### src/rtl/quant_index_packer_if.sv
// Bundle for the quantization index packer: upstream issue/credit and
// downstream word stream.
interface quant_index_packer_if;
    logic        i_issue;
    logic        i_last;
    logic [7:0]  i_index;
    logic        i_ready;
    logic        o_credit;
    logic [31:0] o_data;
    logic [3:0]  o_keep;
    logic        o_last;
    logic        o_valid;
    logic        o_overflow;

    // Packer side
    modport slave (
        input  i_issue, i_last, i_index, i_ready,
        output o_credit, o_data, o_keep, o_last, o_valid, o_overflow
    );

    // Driver / consumer side
    modport master (
        output i_issue, i_last, i_index, i_ready,
        input  o_credit, o_data, o_keep, o_last, o_valid, o_overflow
    );
endinterface

### src/rtl/quant_index_packer.sv
// Collects 8-bit indices from the end of the divider chain, packs them
// four per 32-bit word and queues the words in a show-ahead FIFO. A tag
// line shadows the divider chain so the packer knows which cycles carry
// real activations, and a conservative credit keeps upstream from ever
// overrunning the FIFO.
module quant_index_packer #(
    parameter int STAGES     = 8,
    parameter int FIFO_DEPTH = 4
) (
    input logic                 clk,
    input logic                 reset_n,
    quant_index_packer_if.slave bus
);
    localparam int AW = (FIFO_DEPTH > 1) ? $clog2(FIFO_DEPTH) : 1;
    localparam int CW = AW + 1;
    localparam int SW = 16;

    logic [STAGES-1:0] tag_valid;
    logic [STAGES-1:0] tag_last;
    logic              tail_valid;
    logic              tail_last;
    logic [SW-1:0]     inflight;

    logic [31:0] lane_data, lane_data_nxt, word_data;
    logic [3:0]  lane_keep, lane_keep_nxt, word_keep;
    logic [1:0]  lane_count, lane_count_nxt;
    logic        push;

    logic [31:0] mem_data [FIFO_DEPTH];
    logic [3:0]  mem_keep [FIFO_DEPTH];
    logic        mem_last [FIFO_DEPTH];
    logic [AW-1:0] wr_ptr, rd_ptr;
    logic [CW-1:0] fifo_count;
    logic        fifo_full, pop, wr_en, ovf_q;
    logic [SW-1:0] credit_sum;

    assign tail_valid = tag_valid[STAGES-1];
    assign tail_last  = tag_last[STAGES-1];

    // Tag line: {valid,last} travels alongside the activation through the chain
    always_ff @(posedge clk or negedge reset_n) begin
        if (!reset_n) begin
            tag_valid <= '0;
            tag_last  <= '0;
        end else begin
            tag_valid[0] <= bus.i_issue;
            tag_last[0]  <= bus.i_issue & bus.i_last;
            for (int i = 1; i < STAGES; i++) begin
                tag_valid[i] <= tag_valid[i-1];
                tag_last[i]  <= tag_last[i-1];
            end
        end
    end

    // Count activations still travelling through the divider chain
    always_comb begin
        inflight = '0;
        for (int i = 0; i < STAGES; i++) begin
            inflight = inflight + SW'(tag_valid[i]);
        end
    end

    // Lane packing: merge the arriving index, close the word on lane 3 or last
    always_comb begin
        lane_data_nxt  = lane_data;
        lane_keep_nxt  = lane_keep;
        lane_count_nxt = lane_count;
        push           = 1'b0;
        word_data      = lane_data;
        word_keep      = lane_keep | (4'b0001 << lane_count);
        word_data[{lane_count, 3'b000} +: 8] = bus.i_index;
        if (tail_valid) begin
            if (lane_count == 2'd3 || tail_last) begin
                push           = 1'b1;
                lane_data_nxt  = '0;
                lane_keep_nxt  = '0;
                lane_count_nxt = '0;
            end else begin
                lane_data_nxt  = word_data;
                lane_keep_nxt  = word_keep;
                lane_count_nxt = lane_count + 2'd1;
            end
        end
    end

    // Lane register holds the partially filled word
    always_ff @(posedge clk or negedge reset_n) begin
        if (!reset_n) begin
            lane_data  <= '0;
            lane_keep  <= '0;
            lane_count <= '0;
        end else begin
            lane_data  <= lane_data_nxt;
            lane_keep  <= lane_keep_nxt;
            lane_count <= lane_count_nxt;
        end
    end

    // A push into a full FIFO still lands when the head leaves in the same cycle
    assign fifo_full = (fifo_count == CW'(FIFO_DEPTH));
    assign pop       = (fifo_count != '0) & bus.i_ready;
    assign wr_en     = push & (!fifo_full | pop);

    // FIFO storage; contents need no reset since outputs are gated by o_valid
    always_ff @(posedge clk) begin
        if (wr_en) begin
            mem_data[wr_ptr] <= word_data;
            mem_keep[wr_ptr] <= word_keep;
            mem_last[wr_ptr] <= tail_last;
        end
    end

    // FIFO pointers, occupancy and sticky overflow flag
    always_ff @(posedge clk or negedge reset_n) begin
        if (!reset_n) begin
            wr_ptr     <= '0;
            rd_ptr     <= '0;
            fifo_count <= '0;
            ovf_q      <= 1'b0;
        end else begin
            if (wr_en) wr_ptr <= wr_ptr + AW'(1);
            if (pop)   rd_ptr <= rd_ptr + AW'(1);
            if (wr_en && !pop)      fifo_count <= fifo_count + CW'(1);
            else if (!wr_en && pop) fifo_count <= fifo_count - CW'(1);
            if (push && fifo_full && !pop) ovf_q <= 1'b1;
        end
    end

    // Worst case every in-flight activation closes its own word
    assign credit_sum = SW'(fifo_count) + SW'(lane_count != 2'd0) + inflight;

    assign bus.o_credit   = (credit_sum < SW'(FIFO_DEPTH));
    assign bus.o_valid    = (fifo_count != '0);
    assign bus.o_data     = bus.o_valid ? mem_data[rd_ptr] : '0;
    assign bus.o_keep     = bus.o_valid ? mem_keep[rd_ptr] : '0;
    assign bus.o_last     = bus.o_valid ? mem_last[rd_ptr] : 1'b0;
    assign bus.o_overflow = ovf_q;
endmodule

### src/flat_wrapper.sv
// flat-port wrapper written by rule: the top's interface ports become plain ports
module quant_index_packer_flat 
#(
    parameter int STAGES     = 8,
    parameter int FIFO_DEPTH = 4
)
  (clk, reset_n, bus_i_issue, bus_i_last, bus_i_index, bus_i_ready, bus_o_credit, bus_o_data, bus_o_keep, bus_o_last, bus_o_valid, bus_o_overflow);
  quant_index_packer_if bus_i ();
  input logic clk;
  input logic reset_n;
  input wire logic [$bits(bus_i.i_issue)-1:0] bus_i_issue;
  input wire logic [$bits(bus_i.i_last)-1:0] bus_i_last;
  input wire logic [$bits(bus_i.i_index)-1:0] bus_i_index;
  input wire logic [$bits(bus_i.i_ready)-1:0] bus_i_ready;
  output wire logic [$bits(bus_i.o_credit)-1:0] bus_o_credit;
  output wire logic [$bits(bus_i.o_data)-1:0] bus_o_data;
  output wire logic [$bits(bus_i.o_keep)-1:0] bus_o_keep;
  output wire logic [$bits(bus_i.o_last)-1:0] bus_o_last;
  output wire logic [$bits(bus_i.o_valid)-1:0] bus_o_valid;
  output wire logic [$bits(bus_i.o_overflow)-1:0] bus_o_overflow;
  assign bus_i.i_issue = bus_i_issue;
  assign bus_i.i_last = bus_i_last;
  assign bus_i.i_index = bus_i_index;
  assign bus_i.i_ready = bus_i_ready;
  assign bus_o_credit = bus_i.o_credit;
  assign bus_o_data = bus_i.o_data;
  assign bus_o_keep = bus_i.o_keep;
  assign bus_o_last = bus_i.o_last;
  assign bus_o_valid = bus_i.o_valid;
  assign bus_o_overflow = bus_i.o_overflow;
  quant_index_packer #(.STAGES(STAGES), .FIFO_DEPTH(FIFO_DEPTH)) u_core (.clk(clk), .reset_n(reset_n), .bus(bus_i));
endmodule
### config.mk
export PLATFORM = sky130hd
export DESIGN_NAME = quant_index_packer_flat
export DESIGN_NICKNAME = d
export VERILOG_FILES = /design/src/rtl/quant_index_packer_if.sv /design/src/rtl/quant_index_packer.sv /design/src/flat_wrapper.sv
export SDC_FILE = /design/constraint.sdc
export NUM_CORES = 1
export LEC_CHECK = 0
export CORE_MARGIN = 2
export CORE_UTILIZATION = 64
export CTS_BUF_LIST = sky130_fd_sc_hd__clkbuf_16
export DETAILED_ROUTE_END_ITERATION = 12
export PLACE_DENSITY_LB_ADDON = 0.08
export SLEW_MARGIN = 25
export SYNTH_ARGS = -nofsm -noshare
export SYNTH_HDL_FRONTEND = slang
export SYNTH_SLANG_ARGS = --single-unit
### constraint.sdc
create_clock -name clk -period 6.6 [get_ports clk]
set_input_delay 1.32 -clock clk [delete_from_list [all_inputs] [get_ports clk]]
set_output_delay 1.32 -clock clk [all_outputs]
set_load 0.05 [all_outputs]
**The metal 2 layer**

The bar under the picture is 20 um long.
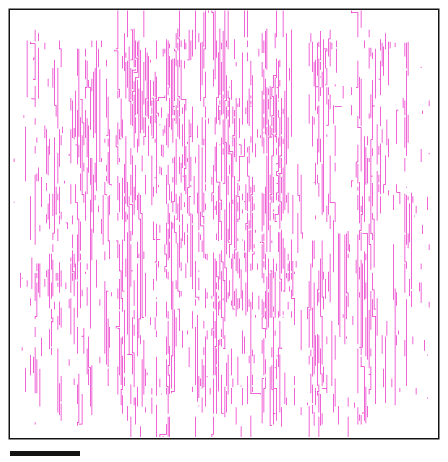
- longest straight run: 49.0 um
- wire length on this layer: 7910 um
vias after detailed routing: 4685
total wire length: 15600 um
met2 usage in global routing: 0.389

**Placement view**

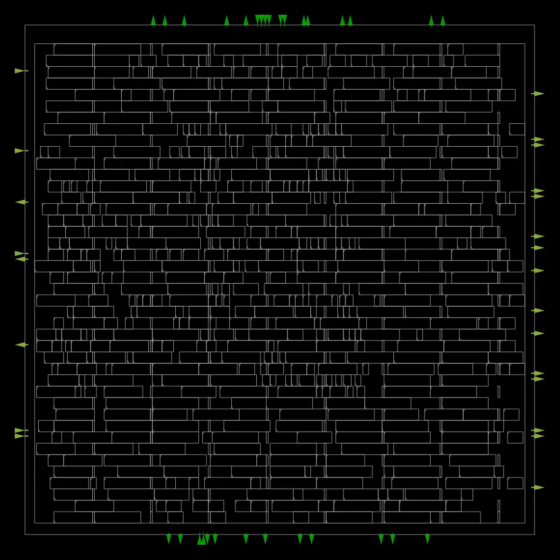
num rows: 42
Placeable Area: 13300 um^2
Filler Cells Inserted: 817

## state kept, by name, summed over array words and instances (netlist names)
name	cells
u_core.lane_data	32
u_core.fifo_count	3
u_core.wr_ptr	2
u_core.lane_count	2
u_core.tag_valid	8
u_core.lane_keep	4
u_core.mem_keep	16
u_core.tag_last	8
u_core.rd_ptr	2
u_core.mem_data	128
u_core.mem_last	4
u_core.bus.o_overflow	1
## worst max-delay path: stages, from the launching register on
cell and delay [ns]:
dfrtp_1 0.48, inv_1 0.20, ha_1 0.32, inv_1 0.08
ha_1 0.28, inv_1 0.05, fa_1 0.48, fa_1 0.50
inv_1 0.05, fa_1 0.37, ha_1 0.19, nor4_1 0.22
nand2_1 0.08, a31oi_1 0.15, clkdlybuf4s50_1 0.82
## through the flow
stage / hold slack (ns) / total power (uW) / setup WS [ns]
4_1_cts: 0.349 / 4930 / 0.526
3_5_place_dp: 0.340 / 3820 / 1.03
5_1_grt: 0.362 / 5140 / 0.264
3_3_place_gp: 0.338 / 3770 / 1.17
2_1_floorplan: 0.331 / 3240 / 1.49
6_report: 0.339 / 4890 / 0.525
## layout by cell type, fill, tap and decap left out, types with 3 or more instances in the layout
cell / n
ha_1: 25
or2_2: 5
nor2_1: 5
mux4_2: 37
clkinv_1: 8
nand2_1: 36
o21ai_2: 4
edfxtp_1: 148
xnor2_1: 4
xor2_1: 3
and2_1: 41
a21oi_1: 3
clkbuf_16: 21
dfrtp_1: 61
clkdlybuf4s50_1: 51
fa_1: 4
a32o_1: 32
buf_4: 10
o21ai_0: 34
inv_1: 49
## per-layer routing
layer / up-vias / global-route usage
met2: 125 / 0.389
li1: 2115 / -
met4: 0 / 0.0697
met1: 2411 / 0.318
met5: - / 0
met3: 34 / 0.0282
==> impl_report.txt <==
IMPLEMENTATION SUMMARY REPORT
----------------------------------------------------
[Clock network]
  Sink Count ........................ 210
  CTS buffer count ........................ 21
  Cell at the root of the clock tree ........................ clkbuf_16
  Clock tree from TritonCTS ........................ yes

[GRT]
  Vias in the first global route ........................ 5002
  Wire length of the first global-routing pass ........................ 26000 um

[Detailed routing]
  Amount of wire on met3 after detailed routing ........................ between 600 and 700 um
  Top Metal Used ........................ met4
  Average wire per cell in the routed design ........................ 19.9 um

[Synthesis]
  Yosys stat cell total ........................ 545
  Synth Area per Inst ........................ 16.2 um^2
  Top cells, area ........................ edfxtp_1 50%, dfrtp_1 18%, mux4_2 9.4%
  Chip Area, Yosys ........................ 8820 um^2
  Most instantiated library cell after synthesis ........................ edfxtp_1
  Synth top area share ........................ 0.504

[Layout]
  Fraction of layout cells with a size suffix above 1 ........................ 0.152
  Core Util, Final ........................ 0.756
  Data-path buffer share of cell area in the final layout ........................ 0.0597

[Hold path]
  Startpoint of the worst hold path ........................ u_core.tag_last[6]
  Cell depth of the worst hold path ........................ 0

[Power]
  Power spent charging and discharging nets ........................ approximately 1800 uW
  Worst supply voltage drop on vdd ........................ ~670 uV

[Worst setup path]
  Worst flop-to-flop path endpoint ........................ u_core.mem_data[3][14]
  Startpoint class of the critical path ........................ register
  Worst r2r path cells ........................ 5
  CP Max Fanout ........................ 9

[Placed design]
  Placed instance area ........................ approximately 9400 um^2
  DPL Wire Length ........................ 9800 um

[STA]
  Number of failing setup endpoints in the final timing report ........................ 0

[Status]
  Run status ........................ finished, final reports clean

[Job]
  Maxcap violations ........................ 0

[Floorplanning]
  Die height ........................ 121 um

----------------------------------------------------
No activity file was given, so power comes from the tool's default toggle rates.
